Figure 1. Cell classes on the final placement.
(2 px per um) Fill, decap, tap and diode cells in grey.
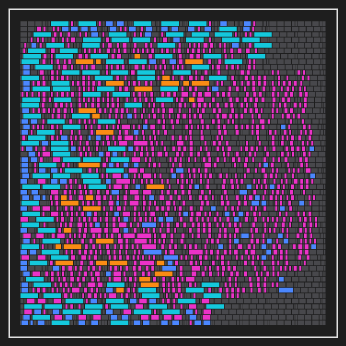
Figure 2. Clock network drawn from the DEF.
(3 px per um)
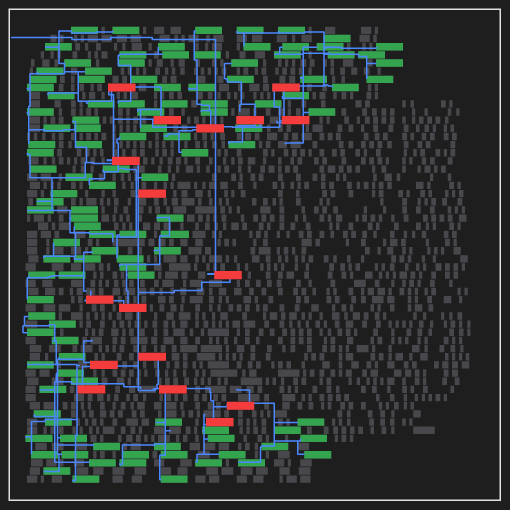
Figure 3. The clock network.
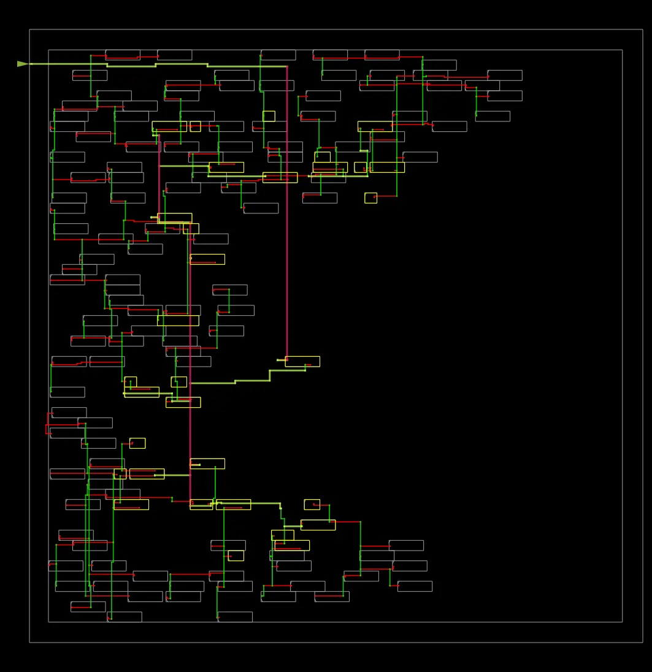
$ cat src/rtl/des_sbox_serial.sv
// Serial DES S-box substitution: one S-box lookup per clock, S1 first,
// with a start/busy/done handshake. The 48-bit input is latched on start.
module des_sbox_serial (
    input  logic        clk,
    input  logic        rst_n,
    input  logic        iSb,
    input  logic [47:0] xin,
    output logic        busy,
    output logic        done,
    output logic [0:31] sOut
);

    localparam int unsigned XIN_W = 48;
    localparam int unsigned OUT_W = 32;
    localparam int unsigned GRP_W = 6;
    localparam int unsigned NIB_W = 4;
    localparam int unsigned IDX_W = 3;
    localparam int unsigned TAB_W = 256;

    // Each table is 64 nibbles in reading order (row 0 col 0 in the top nibble).
    localparam logic [TAB_W-1:0] S1 = 256'hE4D12FB83A6C5907_0F74E2D1A6CB9538_41E8D62BFC973A50_FC8249175B3EA06D;
    localparam logic [TAB_W-1:0] S2 = 256'hF18E6B34972DC05A_3D47F28EC01A69B5_0E7BA4D158C6932F_D8A13F42B67C05E9;
    localparam logic [TAB_W-1:0] S3 = 256'hA09E63F51DC7B428_D709346A285ECBF1_D6498F30B12C5AE7_1AD069874FE3B52C;
    localparam logic [TAB_W-1:0] S4 = 256'h7DE3069A1285BC4F_D8B56F03472C1AE9_A690CB7DF13E5284_3F06A1D8945BC72E;
    localparam logic [TAB_W-1:0] S5 = 256'h2C417AB6853FD0E9_EB2C47D150FA3986_421BAD78F9C5630E_B8C71E2D6F09A453;
    localparam logic [TAB_W-1:0] S6 = 256'hC1AF92680D34E75B_AF427C9561DE0B38_9EF528C3704A1DB6_432C95FABE17608D;
    localparam logic [TAB_W-1:0] S7 = 256'h4B2EF08D3C975A61_D0B7491AE35C2F86_14BDC37EAF680592_6BD814A7950FE23C;
    localparam logic [TAB_W-1:0] S8 = 256'hD2846FB1A93E50C7_1FD8A374C56B0E92_7B419CE206ADF358_21E74A8DFC90356B;

    typedef enum logic {
        ST_IDLE = 1'b0,
        ST_SUB  = 1'b1
    } state_t;

    state_t             r_state;
    state_t             w_state_nxt;
    logic [IDX_W-1:0]   r_idx;
    logic [IDX_W-1:0]   w_idx_nxt;
    logic [XIN_W-1:0]   r_lat;
    logic [XIN_W-1:0]   w_lat_nxt;
    logic [OUT_W-1:0]   r_acc;
    logic [OUT_W-1:0]   w_acc_nxt;
    logic [OUT_W-1:0]   r_sout;
    logic [OUT_W-1:0]   w_sout_nxt;
    logic               r_busy;
    logic               w_busy_nxt;
    logic               r_done;
    logic               w_done_nxt;

    logic [5:0]         w_base;
    logic [GRP_W-1:0]   w_grp;
    logic [GRP_W-1:0]   w_addr;
    logic [TAB_W-1:0]   w_tab;
    logic [NIB_W-1:0]   w_nib;

    // State and datapath registers; reset discards any in-flight substitution.
    always_ff @(posedge clk or negedge rst_n) begin
        if (!rst_n) begin
            r_state <= ST_IDLE;
            r_idx   <= '0;
            r_lat   <= '0;
            r_acc   <= '0;
            r_sout  <= '0;
            r_busy  <= 1'b0;
            r_done  <= 1'b0;
        end else begin
            r_state <= w_state_nxt;
            r_idx   <= w_idx_nxt;
            r_lat   <= w_lat_nxt;
            r_acc   <= w_acc_nxt;
            r_sout  <= w_sout_nxt;
            r_busy  <= w_busy_nxt;
            r_done  <= w_done_nxt;
        end
    end

    // Shared 6-to-4 lookup for the group selected by r_idx (S1 = top six bits).
    always_comb begin
        w_base = 6'd42 - (6'(r_idx) * 6'd6);
        w_grp  = r_lat[w_base +: GRP_W];
        w_addr = {w_grp[5], w_grp[0], w_grp[4:1]};
        case (r_idx)
            3'd0:    w_tab = S1;
            3'd1:    w_tab = S2;
            3'd2:    w_tab = S3;
            3'd3:    w_tab = S4;
            3'd4:    w_tab = S5;
            3'd5:    w_tab = S6;
            3'd6:    w_tab = S7;
            default: w_tab = S8;
        endcase
        w_nib = w_tab[{6'd63 - w_addr, 2'b00} +: NIB_W];
    end

    // Next-state: start only from idle, finish after the eighth group.
    always_comb begin
        w_state_nxt = r_state;
        case (r_state)
            ST_IDLE: if (iSb) w_state_nxt = ST_SUB;
            ST_SUB:  if (r_idx == 3'd7) w_state_nxt = ST_IDLE;
            default: w_state_nxt = ST_IDLE;
        endcase
    end

    // Output/datapath next values: accumulate nibbles, publish on the last one.
    always_comb begin
        w_idx_nxt  = r_idx;
        w_lat_nxt  = r_lat;
        w_acc_nxt  = r_acc;
        w_sout_nxt = r_sout;
        w_busy_nxt = r_busy;
        w_done_nxt = 1'b0;
        case (r_state)
            ST_IDLE: begin
                if (iSb) begin
                    w_lat_nxt  = xin;
                    w_idx_nxt  = '0;
                    w_acc_nxt  = '0;
                    w_busy_nxt = 1'b1;
                end
            end
            ST_SUB: begin
                w_acc_nxt[{~r_idx, 2'b00} +: NIB_W] = w_nib;
                w_idx_nxt = IDX_W'(r_idx + 3'd1);
                if (r_idx == 3'd7) begin
                    w_sout_nxt = w_acc_nxt;
                    w_done_nxt = 1'b1;
                    w_busy_nxt = 1'b0;
                    w_idx_nxt  = '0;
                end
            end
            default: begin
                w_busy_nxt = 1'b0;
            end
        endcase
    end

    assign busy = r_busy;
    assign done = r_done;
    assign sOut = r_sout;

endmodule

$ cat config.mk
export PLATFORM = sky130hd
export DESIGN_NAME = des_sbox_serial
export DESIGN_NICKNAME = d
export VERILOG_FILES = /design/src/rtl/des_sbox_serial.sv
export SDC_FILE = /design/constraint.sdc
export NUM_CORES = 1
export LEC_CHECK = 0
export ABC_AREA = 1
export CAP_MARGIN = 20
export CELL_PAD_IN_SITES_DETAIL_PLACEMENT = 1
export CELL_PAD_IN_SITES_GLOBAL_PLACEMENT = 1
export CORE_MARGIN = 5
export CORE_UTILIZATION = 42
export CTS_CLUSTER_DIAMETER = 150
export CTS_CLUSTER_SIZE = 8
export DETAILED_ROUTE_END_ITERATION = 8
export PLACE_DENSITY = 0.84
export RECOVER_POWER = 100
export SLEW_MARGIN = 20
export SYNTH_ARGS = -nofsm -noshare
export SYNTH_HDL_FRONTEND = slang
export SYNTH_SLANG_ARGS = --single-unit
$ cat constraint.sdc
create_clock -name clk -period 4.4 [get_ports clk]
set_input_delay 0.44 -clock clk [delete_from_list [all_inputs] [get_ports clk]]
set_output_delay 0.44 -clock clk [all_outputs]
set_load 0.02 [all_outputs]
==> summary.rpt <==
PHYSICAL IMPLEMENTATION REPORT
----------------------------------------------------
[Placement]
  Count of input and output buffers ........................ 84
  Place WS ........................ 0.1775 ns
  Placed cell count ........................ 1883
  Post-detailed-placement half-perimeter wirelength ........................ 29080 um
  Global placer's final weighted congestion ........................ 1.056

[Critical path]
  Worst-path fanout max ........................ 43
  Launch instance of the worst register-to-register path ........................ r_idx[0]
  Worst R2R Setup Slack ........................ 0.17 ns
  Start-to-end type of the worst setup path ........................ reg2reg
  Worst setup path endpoint ........................ r_acc[20]
  Type of element launching the critical path ........................ flop
  Type of element capturing the critical path ........................ flop
  Worst reg2reg endpoint ........................ r_acc[20]
  Origin of the worst setup path ........................ r_idx[0]
  Length in cells of the worst reg-to-reg path ........................ 22
  Worst Path Arrival ........................ 4.61 ns
  Required time at the worst-slack endpoint ........................ 4.77 ns

[Synthesis]
  Count of library flops with an enable pin ........................ 0
  Main synth FF type ........................ dfrtp_1
  Yosys Chip Area ........................ 9857 um^2
  Syn. warnings ........................ 0
  Count of instantiated cells in the yosys netlist ........................ 1525
  Top cells by count, synth ........................ nand2_1, nand3_1, dfrtp_1
  Count of mapped cells out of synthesis ........................ 1525
  Mux cell area share ........................ 4.227%
  Average size of a mapped cell ........................ 6.464 um^2
  Post-synthesis sequential element count ........................ 118
  Share of synthesized cell area in full adder, half adder and majority cells ........................ 2.666%
  Number of nets at floorplan ........................ 1594
  Prevailing logic family in the synthesized netlist ........................ simple AND/OR/NAND/NOR gates
  Cell taking the most area after synthesis ........................ dfrtp_1
  Most instantiated library cell after synthesis ........................ nand2_1
  Area fraction in compound gates after synthesis ........................ 4.138%
  Post-synth ARST share ........................ 100.0%
  Xor and xnor area share after synthesis ........................ 0%
  Synth Seq Share ........................ 29.96%
  Synthesized-area fraction occupied by and/or/nand/nor cells ........................ 49.09%
  Summed instance area of the synthesized netlist ........................ 9857 um^2
  Area leader share ........................ 29.96%
  Tally of unique sky130hd cells used after synthesis ........................ 34
  Leading post-synthesis cells by cell area ........................ dfrtp_1, nand3_1, nand2_1, mux2_2, inv_1

[STA]
  Setup violators final ........................ 0
  Min setup slack post-route ........................ 0.1662 ns
  Final period utilization ........................ 96.22%
  Worst Hold Slack ........................ 0.4747 ns
  Final Hold Vio Count ........................ 0
  Final clock skew ........................ 0.01536 ns
  Worst slew margin relative to its limit ........................ -44.72%
  Count of final max-slew check failures ........................ 97
  Pin slew with the least headroom to its limit ........................ 2.171 ns
  Minimum clock period ........................ 4.234 ns
  Fmax ........................ 0.2362 GHz

[Global route]
  Number of antenna violations at the first check in global routing ........................ 1
  First-pass GRT wire length ........................ 66880 um
  Maximum number of pins on one net before global-route repair ........................ 94
  GR Util met1 ........................ 39.93%
  M3 GR Usage ........................ 5.602%
  Vias in the first global route ........................ 12040
  All-Layer GR Usage ........................ 31.87%
  Total grt overflow ........................ 0
  Met2 track demand over resource ........................ 52.85%
  Most Used Layer, Global Route ........................ met2

[Layout]
  FF/Latch Area ........................ 2954 um^2
  Final cell count without fillers ........................ 1925
  Most frequent cells in the layout ........................ nand2_1, nand3_1, dfrtp_1, inv_1, nor2_1
  Most common logic cell in the routed design ........................ nand2_1
  Net count of the finished layout ........................ 1662
  Flip-flop count of the largest register after layout ........................ 48
  Buffer count excluding the clock tree in the final layout ........................ 150
  Logic inverters ........................ 107
  Synthesis-to-layout area growth ........................ 19.09%
  Fill cell instance count of the final layout ........................ 3097
  Comb/total area ........................ 50.72%
  Multi-input combinational cell area ........................ 5954 um^2
  Fraction of final layout cells sized beyond drive strength 1 ........................ 12.45%
  Portion of the layout cell area used by non-clock buffers ........................ 12.04%
  Final clock-cell share ........................ 5.169%
  Leading cell kind ........................ combinational gates
  Number of multi-input logic gates ........................ 1199
  Diode insertion count for antenna repair ........................ 0
  Reg with most FFs ........................ r_lat

[Drt]
  Number of violations reported at the end of detailed-routing iteration 0 ........................ 1154
  Pre-Repair DR Iteration Count ........................ 5
  Total DRC errors in the routed layout ........................ 0
  Post-DR wirelength/cell ........................ 22.35 um
  Via count ........................ 11510
  Number of nets with antenna violations after routing ........................ 0
  Met2 wire length ........................ 20450 um
  Top metal layer carrying routed signals ........................ met5
  Met3 routed wirelength ........................ 3314 um
  Vias per Instance ........................ 5.977
  M1 WL ........................ 17090 um
  Routed wire length ........................ 43020 um

[Run status]
  Failing checks ........................ capacitance limit, slew limit
  Outcome ........................ finished with violations

[Run]
  Log Warnings ........................ 39
  Number of maximum-capacitance violations ........................ 2

[CTS]
  CTS root buf ........................ clkbuf_16
  Setup fix buffers added after clock tree synthesis ........................ 0
  CTS resizes ........................ 0
  Clock slew at reported path FFs ........................ 0.07 ns
  Maximum buffer depth of the clock tree ........................ 2
  Clock H-tree levels ........................ 4
  Hold_buf cts ........................ 1
  CTS tree ........................ yes

[Floorplan]
  Number of well taps ........................ 319
  Width of the chip ........................ 163.2 um
  Core Area ........................ 23260 um^2
  Top-level port count ........................ 85
  Die height ........................ 163.2 um
  Site Rows ........................ 56
  Effective utilization at floorplan ........................ 42.37%
  Die Size ........................ 26630 um^2

[Hold path]
  Hold Path Cell Cnt ........................ 2
  Class of the most critical hold timing path ........................ reg2reg
  Worst Hold End ........................ r_acc[0]
  Startpoint of the most critical hold path ........................ r_acc[0]

----------------------------------------------------
Notes on Figure 1 above:
colour	class	cells	share of their area
magenta	all other logic	1306	56%
cyan	flip-flops	118	26%
blue	other buffers and delay cells	150	12%
orange	clock drivers and dummy loads	32	5.4%
Layout Utilization: 50.46%
flop share of the area: 25.17%

Notes on Figure 2 above:
[blue] clock wires | length: 1870 um
[green] flip-flops | count: 118
[red] cells driving clock nets | count: 17
routed clock nets	18
insertion delay of the later-clocked pin in the worst-skew pair: 0.43 ns

Notes on Figure 3 above:
final sequential cell count: 118
clock tree sinks: 118
TritonCTS Buffers: 17
layout clock buffer count: 17

==> stage by stage <==
step                      TNS [ns]  cell area, um^2
after floorplan                  0             9857
after global placement           0            11010
after detailed placement         0            11010
after CTS                        0            11630
after global routing       -0.1645            11740
final                            0            11740
==> worst max-delay path: stages, from the launching register on <==
cell,delay [ns]
dfrtp_2,0.45
ha_1,0.23
fa_1,0.51
ha_1,0.19
inv_1,0.07
nand3_1,0.12
nand2_2,0.16
inv_2,0.19
nand3_1,0.09
nand3_1,0.10
nand2_2,0.22
inv_2,0.16
buf_12,0.23
nand3_1,0.21
nand3_1,0.13
nand3_1,0.17
nand3_1,0.20
nand3_2,0.11
nand2_2,0.13
nand3_1,0.14
nand2_1,0.15
nand3_1,0.08
nand2_1,0.08
